File: src/rtl/squid_round_ctrl_pkg.sv
// Shared types and helpers for the multi-player round controller.
package sqg_pkg;

   typedef enum logic [2:0] {
      IDLE  = 3'd0,
      INST  = 3'd1,
      GAME  = 3'd2,
      MODET = 3'd3,
      KILL  = 3'd4,
      END   = 3'd5
   } state_t;

   localparam logic [1:0] MUS_GAME = 2'b00;
   localparam logic [1:0] MUS_KILL = 2'b01;
   localparam logic [1:0] MUS_WIN  = 2'b10;
   localparam logic [1:0] MUS_DIE  = 2'b11;

   // Index of the lowest set bit; 0 when nothing is set.
   function automatic logic [2:0] lowest_set_index(input logic [7:0] v);
      lowest_set_index = 3'd0;
      for (int i = 7; i >= 0; i--)
         if (v[i]) lowest_set_index = 3'(i);
   endfunction

endpackage

File: src/rtl/squid_round_ctrl_sec_tick.sv
// Game-second prescaler: one-cycle tick every CLK_HZ cycles, restartable.
module sec_tick #(
   parameter int CLK_HZ = 25_000_000
) (
   input  logic i_clk,
   input  logic i_rst,
   input  logic i_reload,
   output logic o_tick
);

   localparam int            PW     = $clog2(CLK_HZ + 1);
   localparam logic [PW-1:0] RELOAD = PW'(CLK_HZ - 1);

   logic [PW-1:0] cnt;

   // Count down to zero, then wrap; a reload restarts a full second.
   always_ff @(posedge i_clk) begin
      if (i_rst || i_reload || cnt == '0) cnt <= RELOAD;
      else                                cnt <= cnt - PW'(1);
   end

   assign o_tick = (cnt == '0);

endmodule

File: src/rtl/squid_round_ctrl.sv
// Round flow controller: countdown, green/red light, kill and end screen
// for N_PLAYERS channels, with music triggers and turret angle latch.
module squid_round_ctrl
   import sqg_pkg::*;
#(
   parameter int CLK_HZ      = 25_000_000,
   parameter int N_PLAYERS   = 2,
   parameter int POS_W       = 3,
   parameter int INST_SEC    = 5,
   parameter int GAME_SEC    = 60,
   parameter int MODET_SEC   = 6,
   parameter int MUSIC_PULSE = 255
) (
   input  logic                       i_clk,
   input  logic                       i_rst,
   input  logic                       i_next,
   input  logic                       i_music_stop,
   input  logic [N_PLAYERS-1:0]       i_finish,
   input  logic [N_PLAYERS-1:0]       i_detect,
   input  logic [N_PLAYERS*POS_W-1:0] i_pos,
   output logic [2:0]                 o_state,
   output logic [6:0]                 o_deadline,
   output logic [3:0]                 o_sec_ten,
   output logic [3:0]                 o_sec_one,
   output logic [N_PLAYERS-1:0]       o_alive,
   output logic [N_PLAYERS-1:0]       o_won,
   output logic [POS_W-1:0]           o_angle,
   output logic                       o_angle_valid,
   output logic [1:0]                 o_music_ind,
   output logic                       o_play_music
);

   localparam int MW = $clog2(MUSIC_PULSE + 1);

   state_t                 state, state_nx;
   logic [6:0]             deadline, deadline_nx;
   logic [6:0]             det_cnt, det_nx;
   logic [N_PLAYERS-1:0]   alive, alive_nx, won, won_nx;
   logic [N_PLAYERS-1:0]   active, won_fin, act_fin, det_hit;
   logic [POS_W-1:0]       angle, angle_nx, hit_pos;
   logic [2:0]             hit_idx;
   logic [MW-1:0]          mus_cnt;
   logic                   tick, entering, reload, mus_load;

   assign active  = alive & ~won;
   // Finishing only counts for players still in the race.
   assign won_fin = won | (i_finish & active);
   assign act_fin = alive & ~won_fin;
   assign det_hit = i_detect & active;

   assign entering = (state_nx != state);
   assign reload   = entering && (state_nx inside {INST, GAME, MODET});
   assign mus_load = entering && (state_nx inside {GAME, KILL, END});

   sec_tick #(.CLK_HZ(CLK_HZ)) u_tick (
      .i_clk    (i_clk),
      .i_rst    (i_rst),
      .i_reload (reload),
      .o_tick   (tick)
   );

   // Position of the lowest-index player caught moving.
   always_comb begin
      hit_pos = '0;
      hit_idx = lowest_set_index(8'(det_hit));
      for (int k = 0; k < N_PLAYERS; k++)
         if (3'(k) == hit_idx) hit_pos = i_pos[k*POS_W +: POS_W];
   end

   // Next-state and next datapath values for the round flow.
   always_comb begin
      state_nx    = state;
      deadline_nx = deadline;
      det_nx      = det_cnt;
      alive_nx    = alive;
      won_nx      = won;
      angle_nx    = angle;
      case (state)
         IDLE, END: begin
            if (i_next) begin
               state_nx    = INST;
               alive_nx    = '1;
               won_nx      = '0;
               deadline_nx = 7'(INST_SEC);
            end
         end
         INST: begin
            if (deadline == '0) begin
               state_nx    = GAME;
               deadline_nx = 7'(GAME_SEC);
            end else if (tick) begin
               deadline_nx = deadline - 7'd1;
            end
         end
         GAME: begin
            if (tick && deadline != '0) deadline_nx = deadline - 7'd1;
            if (i_music_stop) begin
               state_nx = MODET;
               det_nx   = 7'(MODET_SEC);
            end else begin
               // A finish in the last cycle still counts as a win.
               won_nx = won_fin;
               if (act_fin == '0) begin
                  state_nx = END;
               end else if (deadline == '0) begin
                  state_nx = END;
                  alive_nx = alive & ~act_fin;
               end
            end
         end
         MODET: begin
            if (tick && det_cnt != '0) det_nx = det_cnt - 7'd1;
            if (det_hit != '0) begin
               state_nx = KILL;
               alive_nx = alive & ~det_hit;
               angle_nx = hit_pos;
            end else if (det_cnt == '0) begin
               state_nx = GAME;
            end
         end
         KILL: begin
            if (i_music_stop) state_nx = (active != '0) ? GAME : END;
         end
         default: state_nx = IDLE;
      endcase
   end

   // State and datapath registers with synchronous reset.
   always_ff @(posedge i_clk) begin
      if (i_rst) begin
         state    <= IDLE;
         deadline <= 7'(INST_SEC);
         det_cnt  <= 7'(MODET_SEC);
         alive    <= '1;
         won      <= '0;
         angle    <= '0;
         mus_cnt  <= '0;
      end else begin
         state    <= state_nx;
         deadline <= deadline_nx;
         det_cnt  <= det_nx;
         alive    <= alive_nx;
         won      <= won_nx;
         angle    <= angle_nx;
         if (mus_load)            mus_cnt <= MW'(MUSIC_PULSE);
         else if (mus_cnt != '0)  mus_cnt <= mus_cnt - MW'(1);
      end
   end

   // Song select follows the screen being shown.
   always_comb begin
      case (state)
         KILL:    o_music_ind = MUS_KILL;
         END:     o_music_ind = (won != '0) ? MUS_WIN : MUS_DIE;
         default: o_music_ind = MUS_GAME;
      endcase
   end

   assign o_state       = state;
   assign o_deadline    = deadline;
   assign o_sec_ten     = 4'(deadline / 7'd10);
   assign o_sec_one     = 4'(deadline % 7'd10);
   assign o_alive       = alive;
   assign o_won         = won;
   assign o_angle       = angle;
   assign o_angle_valid = (state == KILL);
   assign o_play_music  = (mus_cnt != '0);

endmodule

File: config.mk
export PLATFORM = sky130hd
export DESIGN_NAME = squid_round_ctrl
export DESIGN_NICKNAME = d
export VERILOG_FILES = /design/src/rtl/squid_round_ctrl_pkg.sv /design/src/rtl/squid_round_ctrl_sec_tick.sv /design/src/rtl/squid_round_ctrl.sv
export SDC_FILE = /design/constraint.sdc
export NUM_CORES = 1
export LEC_CHECK = 0
export CORE_MARGIN = 2
export CORE_UTILIZATION = 30
export CTS_CLUSTER_SIZE = 14
export DETAILED_ROUTE_END_ITERATION = 16
export GPL_TIMING_DRIVEN = 0
export SLEW_MARGIN = 20
export SYNTH_ARGS = -nofsm -noshare
export SYNTH_HDL_FRONTEND = slang
export SYNTH_SLANG_ARGS = --single-unit
File: constraint.sdc
create_clock -name i_clk -period 7.45 [get_ports i_clk]
set_input_delay 1.1175 -clock i_clk [delete_from_list [all_inputs] [get_ports i_clk]]
set_output_delay 1.1175 -clock i_clk [all_outputs]
set_load 0.05 [all_outputs]
run_1/flops_by_reg.png
Drawn at 4 px/um. Other sequential cells in the stronger gray, the rest of the logic in the fainter gray.
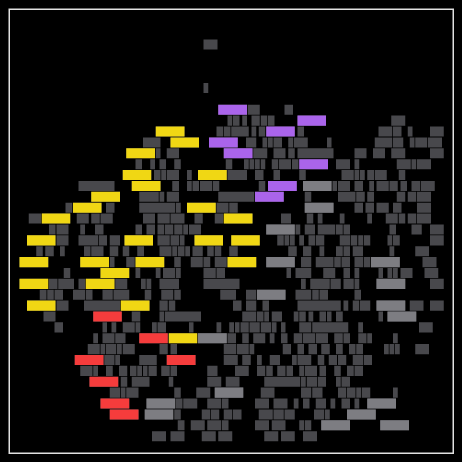
Red marks det_cnt, placed flops 7, where south-west. Purple marks mus_cnt, placed flops 8. Yellow marks u_tick.cnt, placed flops 25.
final core utilization: 39.5%
Seq/total area: 26.3%

run_1/wires.png
Drawn at 4 px/um. Two of the layers only.
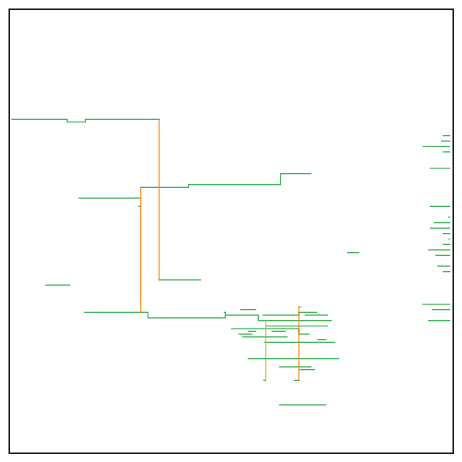
Orange marks metal 4, wire length 105 um. Green marks metal 3, wire length 393 um.
average wire per standard cell: 13.6 um
GRT Overall Usage: 14.5%
via count: 3303
final WL: 8.59 mm

run_1/layer_met3.png
Drawn at 3 px/um. Cells faint in the background.
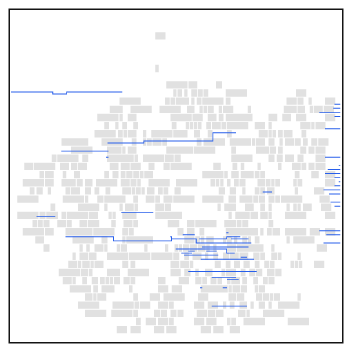
The longest straight run is 23.0 um. 38 nets have wire on it.

[run 1: metrics by stage]
step / total power [mW] / setup slack [ns] / instance area, sq um / instances
after global routing: 1.02 / 2.57 / 4330 / 633
after CTS: 0.982 / 2.82 / 4330 / 633
after floorplan: 0.484 / 2.76 / 3410 / 435
after detailed placement: 0.534 / 3.18 / 4010 / 617
after global placement: 0.530 / 3.21 / 4010 / 617
final: 0.971 / 2.83 / 4330 / 633
[run 1: per-layer routing]
metal	vias to the layer above	GRT usage [%]	routed length (um)
met1	1557	18.9	4140
met5	-	0	0
li1	1670	-	-
met4	0	4.50	104
met3	10	4.61	393
met2	66	22.7	3950
[run 1: state kept, by name, summed over array words and instances (netlist names)]
name        flops
det_cnt         7
mus_cnt         8
o_alive         2
o_angle         3
o_deadline      7
o_state         3
o_won           2
u_tick.cnt     25
==> results.toml, run 1 <==
# synthesis and place-and-route metrics
[floorplan]
die_height_um = 111
dieArea_sq_um = 12200
taps = 140
fp_util_pct = 31.1
die_w_um = 111
io_pins = 43
row_count = 38

[clocking]
cts.sink_count = 57
ctsHoldBuffers = 0
cts_inserted_buffers = 9

[yosys]
ys_sh_adder_pct = 2.93
mux_share_pct = 1.80
syn_nets = 457
synth.distinct_cells = 57
ys_sh_aoi_pct = 18.3
area_leaders = "dfxtp_1 33%, xnor2_1 5.1%, nor2_1 4.8%, o21ai_0 4.1%, a21oi_1 3.7%"
synth_top_area_share_pct = 33.5

[placed_design]
io_buffer_count = 42

[route]
firstDrtPassIters = 5
drtAntennaViolNets = 0
route.detailed.drc = 0

[power_and_ir_drop]
netSwitchingFraction_pct = 27.6
netSwitchingPower_mw = 0.268
p_clk_mw = 0.443
maxPowerGroup = "clock"

[worst_setup_path]
cp_slowest_cell = "clkdlybuf4s50_1"
rr_startpoint = "o_deadline[1]"
r2r-end = "u_tick.cnt[2]"
reg2regPathDepth = 9
cp-endpoint = "o_sec_one[2]"
critical_path_depth = 10
path_class = "flip-flop to output port"

[job]
cap_violations = 0

[sta]
final-hold-violation-count = 0
max_freq_ghz = 0.216
setup_tns_ns = 0
whs_ns = 0.422
clock_skew_ns = 0.00413
final_max_slew_viol_count = 0

[finish]
largestClassByArea = "combinational gates"
num-nonclk-inverters = 14
flops = 57
regArea_sq_um = 1140
syn_to_final_growth_pct = 27.1
lay_top_count = "dfxtp_1"

[status]
status = "finished clean"
==> run 2: changes to the inputs <==
==> constraint.sdc (replaced) <==
create_clock -name i_clk -period 4.6 [get_ports i_clk]
set_input_delay 0.69 -clock i_clk [delete_from_list [all_inputs] [get_ports i_clk]]
set_output_delay 0.69 -clock i_clk [all_outputs]
set_load 0.05 [all_outputs]
run_2/wires.png
Drawn at 4 px/um. Two of the layers only.
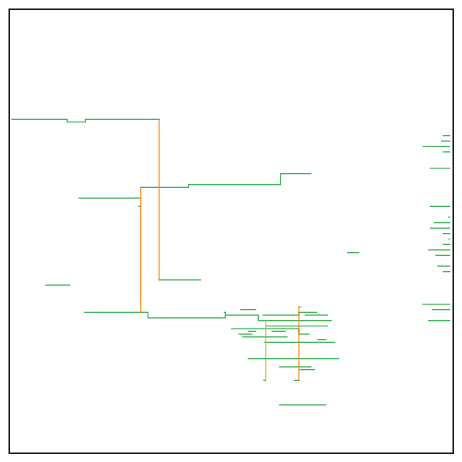
Green marks metal 3, wire length 393 um. Orange marks metal 4, wire length 105 um.

run_2/flops_by_reg.png
Drawn at 4 px/um. Other sequential cells in the stronger gray, the rest of the logic in the fainter gray.
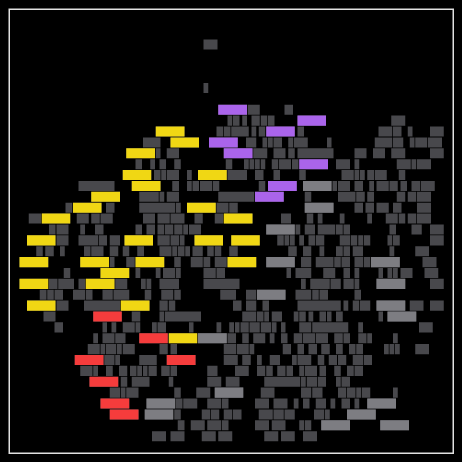
Red marks det_cnt, placed flops 7, where south-west. Yellow marks u_tick.cnt, placed flops 25. Purple marks mus_cnt, placed flops 8.
Another 17 sequential cells are not colored.

==> run 2 against run 1 <==
  * Sequential power up 62%
  * Cell area stayed put
  * Clock power rose by 62%
  * Clock skew is the same
  * Register-to-register slack got worse by 2.8 ns
  * Area after synthesis is the same
  * Flip-flop count unchanged
  * Combinational power is 62% higher
  * Synthesized cell count unchanged
  * Highest routed layer unchanged
==> results.toml, run 2 <==
# synthesis and place-and-route metrics
[status]
status = "finished clean"

[power_and_ir_drop]
netSwitchingFraction_pct = 27.6
netSwitchingPower_mw = 0.434
p_clk_mw = 0.718

[global_routing]
track_usage_pct = 14.5

[worst_setup_path]
reg2regPathDepth = 9
r2r-end = "u_tick.cnt[2]"
cp_slowest_cell = "clkdlybuf4s50_1"
path_class = "flip-flop to output port"

[placed_design]
io_buffer_count = 42
dpl_worst_slack_ns = 0.761

[finish]
largest_reg_flops = 25

[yosys]
area_leaders = "dfxtp_1 33%, xnor2_1 5.1%, nor2_1 4.8%, o21ai_0 4.1%, a21oi_1 3.7%"
syn_nets = 457
synth_top_area_share_pct = 33.5

[route]
wl_met3_um = 393
routed_wl_mm = 8.59

[job]
cap_violations = 0

[clocking]
cts_inserted_buffers = 9
ctsHoldBuffers = 0
==> run 2: area by class of cell <==
class / instances / area (sq um)
Tap cell: 140 / 175
Clock inverter: 1 / 30.0
Inverter: 14 / 52.6
Buffer: 20 / 78.8
Fill cell: 1108 / 6650
Multi-Input combinational cell: 344 / 2140
Clock buffer: 15 / 298
Timing Repair Buffer: 42 / 420
Sequential cell: 57 / 1140
==> run 2: cells by family after synthesis <==
| logic type | Yosys count | share of synthesized area, % |
|---|---|---|
| xor+xnor | 33 | 8.47 |
| flops | 57 | 33.5 |
| simple gates | 198 | 31.1 |
| buf+inv | 34 | 3.85 |
| compound gates | 99 | 18.3 |
| fa+ha+maj | 8 | 2.93 |
| mux | 6 | 1.80 |
No activity file was given, so power comes from the tool's default toggle rates.
